===== src/rtl/alu_share_arbiter_if.sv =====
// alu_share_arbiter_if
//   Bundles the requester side, the shared ALU side and the response side
//   of alu_share_arbiter.
//   slave  : the arbiter's view (requests, c_in and rsp_ready in;
//            grants, ALU operands, response and status out).
//   master : the surrounding environment's view (directions reversed).
//   Operands are packed 8 bits per requester, requester i at [8i+7:8i].
interface alu_share_arbiter_if #(
   parameter int NUM_REQ = 4,
   parameter int CNT_W   = 16
);
   localparam int ID_W = (NUM_REQ > 1) ? $clog2(NUM_REQ) : 1;

   logic [NUM_REQ-1:0]   req_valid;
   logic [8*NUM_REQ-1:0] req_a;
   logic [8*NUM_REQ-1:0] req_b;
   logic [8*NUM_REQ-1:0] req_mode;
   logic [NUM_REQ-1:0]   req_ready;

   logic [7:0]           a_out;
   logic [7:0]           b_out;
   logic [7:0]           mode_out;
   logic [7:0]           c_in;

   logic                 rsp_valid;
   logic                 rsp_ready;
   logic [ID_W-1:0]      rsp_id;
   logic [7:0]           rsp_data;
   logic                 rsp_err;

   logic                 busy;
   logic [CNT_W-1:0]     txn_count;

   modport slave (
      input  req_valid, req_a, req_b, req_mode, c_in, rsp_ready,
      output req_ready, a_out, b_out, mode_out,
      output rsp_valid, rsp_id, rsp_data, rsp_err, busy, txn_count
   );

   modport master (
      output req_valid, req_a, req_b, req_mode, c_in, rsp_ready,
      input  req_ready, a_out, b_out, mode_out,
      input  rsp_valid, rsp_id, rsp_data, rsp_err, busy, txn_count
   );
endinterface


===== src/rtl/alu_share_arbiter.sv =====
// alu_share_arbiter
//   Shares one 8-bit a/b/mode -> c ALU among NUM_REQ requesters with
//   round-robin arbitration, one transaction in flight at a time.
//   Ports:
//     emu_clk   : clock, rising edge
//     emu_rst_n : synchronous active-low reset
//     bus       : alu_share_arbiter_if.slave (requests, ALU operands,
//                 c_in, tagged response, busy, txn_count)
//
//   state  | meaning
//   -------+-------------------------------------------------------------
//   S_IDLE | arbitrate; grant and latch winner's operands same cycle
//   S_WAIT | ALU settling; down-counter, capture c_in at terminal count
//   S_RESP | response held until rsp_ready, then count and return
module alu_share_arbiter #(
   parameter int NUM_REQ  = 4,
   parameter int ALU_LAT  = 2,
   parameter int MAX_MODE = 8,
   parameter int CNT_W    = 16
) (
   input  logic             emu_clk,
   input  logic             emu_rst_n,
   alu_share_arbiter_if.slave bus
);
   localparam int ID_W   = (NUM_REQ > 1) ? $clog2(NUM_REQ) : 1;
   localparam int WAIT_W = (ALU_LAT > 1) ? $clog2(ALU_LAT) : 1;

   typedef enum logic [1:0] {S_IDLE, S_WAIT, S_RESP} state_t;

   state_t               state, state_nxt;
   logic [ID_W-1:0]      last;
   logic [WAIT_W-1:0]    wait_cnt;

   logic [7:0]           a_arr    [NUM_REQ];
   logic [7:0]           b_arr    [NUM_REQ];
   logic [7:0]           m_arr    [NUM_REQ];
   logic [NUM_REQ-1:0]   upper_valid;
   logic [NUM_REQ-1:0]   cand;
   logic [NUM_REQ-1:0]   grant_oh;
   logic [NUM_REQ-1:0]   id_terms [ID_W];
   logic [ID_W-1:0]      win_id;
   logic                 accept;
   logic                 mode_ok;

   // Round-robin: requesters above 'last' take precedence; if none of
   // them is valid, wrap around to the lowest valid index.
   for (genvar g = 0; g < NUM_REQ; g++) begin : g_req
      assign a_arr[g]       = bus.req_a[8*g +: 8];
      assign b_arr[g]       = bus.req_b[8*g +: 8];
      assign m_arr[g]       = bus.req_mode[8*g +: 8];
      assign upper_valid[g] = bus.req_valid[g] && (ID_W'(g) > last);
   end

   assign cand     = (|upper_valid) ? upper_valid : bus.req_valid;
   assign grant_oh = cand & (~cand + NUM_REQ'(1));

   // One-hot to index encoder.
   for (genvar b = 0; b < ID_W; b++) begin : g_enc_bit
      for (genvar g = 0; g < NUM_REQ; g++) begin : g_enc_req
         if (((g >> b) & 1) != 0) begin : g_set
            assign id_terms[b][g] = grant_oh[g];
         end else begin : g_clr
            assign id_terms[b][g] = 1'b0;
         end
      end
      assign win_id[b] = |id_terms[b];
   end

   assign mode_ok = (m_arr[win_id] <= 8'(MAX_MODE));

   always_comb begin
      state_nxt     = state;
      accept        = 1'b0;
      bus.req_ready = '0;
      bus.rsp_valid = (state == S_RESP);
      bus.busy      = (state != S_IDLE);
      case (state)
         S_IDLE: begin
            // Reset held low must not let a handshake complete.
            if (emu_rst_n && (|bus.req_valid)) begin
               accept        = 1'b1;
               bus.req_ready = grant_oh;
               state_nxt     = mode_ok ? S_WAIT : S_RESP;
            end
         end
         S_WAIT: begin
            if (wait_cnt == '0) state_nxt = S_RESP;
         end
         S_RESP: begin
            if (bus.rsp_ready) state_nxt = S_IDLE;
         end
         default: state_nxt = S_IDLE;
      endcase
   end

   always_ff @(posedge emu_clk) begin
      if (!emu_rst_n) state <= S_IDLE;
      else            state <= state_nxt;
   end

   always_ff @(posedge emu_clk) begin
      if (!emu_rst_n) begin
         last          <= ID_W'(NUM_REQ - 1);
         wait_cnt      <= '0;
         bus.a_out     <= '0;
         bus.b_out     <= '0;
         bus.mode_out  <= '0;
         bus.rsp_id    <= '0;
         bus.rsp_data  <= '0;
         bus.rsp_err   <= 1'b0;
         bus.txn_count <= '0;
      end else begin
         case (state)
            S_IDLE: begin
               if (accept) begin
                  last       <= win_id;
                  bus.rsp_id <= win_id;
                  if (mode_ok) begin
                     bus.a_out    <= a_arr[win_id];
                     bus.b_out    <= b_arr[win_id];
                     bus.mode_out <= m_arr[win_id];
                     wait_cnt     <= WAIT_W'(ALU_LAT - 1);
                  end else begin
                     // ALU is left untouched on a rejected mode.
                     bus.rsp_err  <= 1'b1;
                     bus.rsp_data <= '0;
                  end
               end
            end
            S_WAIT: begin
               wait_cnt <= wait_cnt - 1'b1;
               if (wait_cnt == '0) begin
                  bus.rsp_data <= bus.c_in;
                  bus.rsp_err  <= 1'b0;
               end
            end
            S_RESP: begin
               if (bus.rsp_ready) bus.txn_count <= bus.txn_count + 1'b1;
            end
            default: ;
         endcase
      end
   end
endmodule


===== src/flat_wrapper.sv =====
// flat-port wrapper written by rule: the top's interface ports become plain ports
module alu_share_arbiter_flat 
#(
   parameter int NUM_REQ  = 4,
   parameter int ALU_LAT  = 2,
   parameter int MAX_MODE = 8,
   parameter int CNT_W    = 16
)
  (emu_clk, emu_rst_n, bus_req_valid, bus_req_a, bus_req_b, bus_req_mode, bus_c_in, bus_rsp_ready, bus_req_ready, bus_a_out, bus_b_out, bus_mode_out, bus_rsp_valid, bus_rsp_id, bus_rsp_data, bus_rsp_err, bus_busy, bus_txn_count);
  alu_share_arbiter_if #(.NUM_REQ(NUM_REQ), .CNT_W(CNT_W)) bus_i ();
  input  logic emu_clk;
  input  logic emu_rst_n;
  input wire logic [$bits(bus_i.req_valid)-1:0] bus_req_valid;
  input wire logic [$bits(bus_i.req_a)-1:0] bus_req_a;
  input wire logic [$bits(bus_i.req_b)-1:0] bus_req_b;
  input wire logic [$bits(bus_i.req_mode)-1:0] bus_req_mode;
  input wire logic [$bits(bus_i.c_in)-1:0] bus_c_in;
  input wire logic [$bits(bus_i.rsp_ready)-1:0] bus_rsp_ready;
  output wire logic [$bits(bus_i.req_ready)-1:0] bus_req_ready;
  output wire logic [$bits(bus_i.a_out)-1:0] bus_a_out;
  output wire logic [$bits(bus_i.b_out)-1:0] bus_b_out;
  output wire logic [$bits(bus_i.mode_out)-1:0] bus_mode_out;
  output wire logic [$bits(bus_i.rsp_valid)-1:0] bus_rsp_valid;
  output wire logic [$bits(bus_i.rsp_id)-1:0] bus_rsp_id;
  output wire logic [$bits(bus_i.rsp_data)-1:0] bus_rsp_data;
  output wire logic [$bits(bus_i.rsp_err)-1:0] bus_rsp_err;
  output wire logic [$bits(bus_i.busy)-1:0] bus_busy;
  output wire logic [$bits(bus_i.txn_count)-1:0] bus_txn_count;
  assign bus_i.req_valid = bus_req_valid;
  assign bus_i.req_a = bus_req_a;
  assign bus_i.req_b = bus_req_b;
  assign bus_i.req_mode = bus_req_mode;
  assign bus_i.c_in = bus_c_in;
  assign bus_i.rsp_ready = bus_rsp_ready;
  assign bus_req_ready = bus_i.req_ready;
  assign bus_a_out = bus_i.a_out;
  assign bus_b_out = bus_i.b_out;
  assign bus_mode_out = bus_i.mode_out;
  assign bus_rsp_valid = bus_i.rsp_valid;
  assign bus_rsp_id = bus_i.rsp_id;
  assign bus_rsp_data = bus_i.rsp_data;
  assign bus_rsp_err = bus_i.rsp_err;
  assign bus_busy = bus_i.busy;
  assign bus_txn_count = bus_i.txn_count;
  alu_share_arbiter #(.NUM_REQ(NUM_REQ), .ALU_LAT(ALU_LAT), .MAX_MODE(MAX_MODE), .CNT_W(CNT_W)) u_core (.emu_clk(emu_clk), .emu_rst_n(emu_rst_n), .bus(bus_i));
endmodule

===== config.mk =====
export PLATFORM = sky130hd
export DESIGN_NAME = alu_share_arbiter_flat
export DESIGN_NICKNAME = d
export VERILOG_FILES = /design/src/rtl/alu_share_arbiter_if.sv /design/src/rtl/alu_share_arbiter.sv /design/src/flat_wrapper.sv
export SDC_FILE = /design/constraint.sdc
export NUM_CORES = 1
export LEC_CHECK = 0
export ABC_AREA = 1
export CAP_MARGIN = 20
export CORE_UTILIZATION = 40
export DETAILED_ROUTE_END_ITERATION = 10
export GPL_TIMING_DRIVEN = 0
export PLACE_DENSITY = 0.86
export SLEW_MARGIN = 20
export SYNTH_ARGS = -nofsm -noshare
export SYNTH_HDL_FRONTEND = slang
export SYNTH_SLANG_ARGS = --single-unit
export TNS_END_PERCENT = 20

===== constraint.sdc =====
create_clock -name emu_clk -period 2.81 [get_ports emu_clk]
set_clock_uncertainty 0.1 [all_clocks]
set_input_delay 0.281 -clock emu_clk [delete_from_list [all_inputs] [get_ports emu_clk]]
set_output_delay 0.281 -clock emu_clk [all_outputs]
set_load 0.01 [all_outputs]

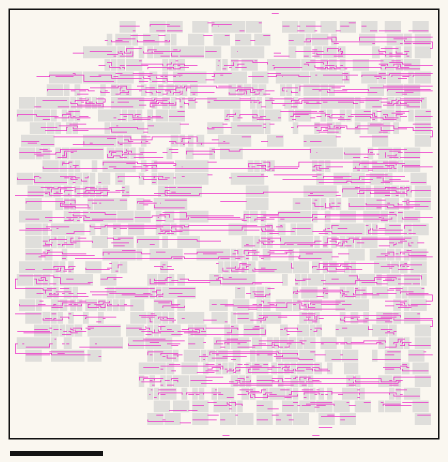
(the metal 1 layer)
The bar under the picture is 20 um long. Cells faint in the background.
- nets with wire on the layer: 697
- longest straight run: 34.0 um
- share of all routed wire: 40%
- wire length on this layer: 4,320 um

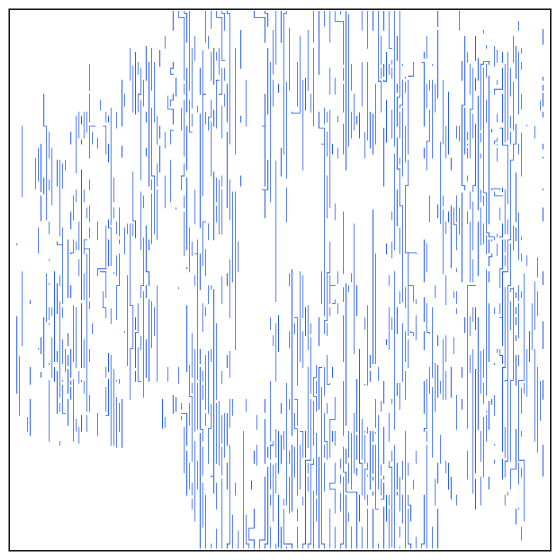
(the metal 2 layer)
- wire length on this layer: 5,330 um
- longest straight run: 34.7 um
- main direction: vertical
met2 Use GR: 46.1%
via count: 3,882
Total Wirelength: 10,700 um

==> reports/qor.csv <==
stage,metric,value,unit
placement,placed cell area,0.00504,mm^2
synthesis,post-synthesis sequential area ratio,34.6,%
synthesis,fa+ha+maj area frac,0.386,%
clocking,clock slew at reported path FFs,0.09,ns
synthesis,AO/OA Area Share,22.0,%
run_status,status,"complete, no violations",
floorplan,# rows,32,
synthesis,flip-flops with a built-in enable,0,
detailed_routing,highest routed layer,met4,
clocking,post-CTS setup buffers,0,
critical_path,WP data arrival,2.29,ns
synthesis,XORs/XNORs by Area,0.540,%
timing,Hold Fails Final Rpt,0,
placement,dpl cells,773,
global_routing,grt ovf,0,
power_and_ir_drop,Final Power,0.00260,W
timing,PnR worst setup slack,0.139,ns
clocking,post-CTS sizing,4,
synthesis,Most common reg cell,dfxtp_1,
synthesis,syn_area_per_cell,6.43,um^2
finish,logic area,0.00174,mm^2
critical_path,Setup crit start kind,input pin,
timing,RSZ-0062 raised after global routing,yes,
power_and_ir_drop,sw frac,37.6,%
power_and_ir_drop,peak supply drop,0.410,mV
critical_path,critical path's slowest cell,clkdlybuf4s50_1,
power_and_ir_drop,switching power,0.000976,W
synthesis,post-synth net total,616,
finish,fillcell total,668,
finish,max FFs per register,16,
clocking,# H-tree levels,2,
timing,relative slew slack,61.6,%
timing,fin crit share,95.0,%
timing,setup TNS,0,ns
global_routing,first-pass GRT wire length,17100,um
critical_path,launch point of the worst reg-to-reg path,u_core.last[1],
detailed_routing,M1 WL,4320,um
timing,Final min period,2.67,ns
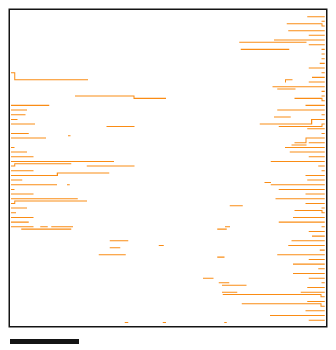
(metal 3)
The bar under the picture is 20 um long.
- longest straight run: 29.7 um
- main direction: horizontal
- share of all routed wire: 8.3%
- nets with wire on the layer: 113
- wire length on this layer: 885 um

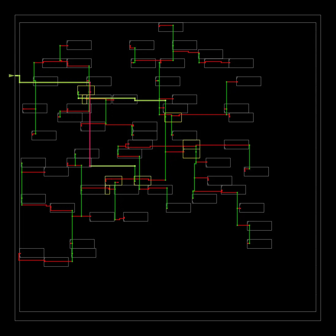
(clock wiring as the flow saved it)
clk latency late pin: 0.30 ns
final-layout clock buffer total: 8
flop count: 56
clock sinks: 56
clock buffer count from CTS: 5

Power and IR drop assume default switching activity.
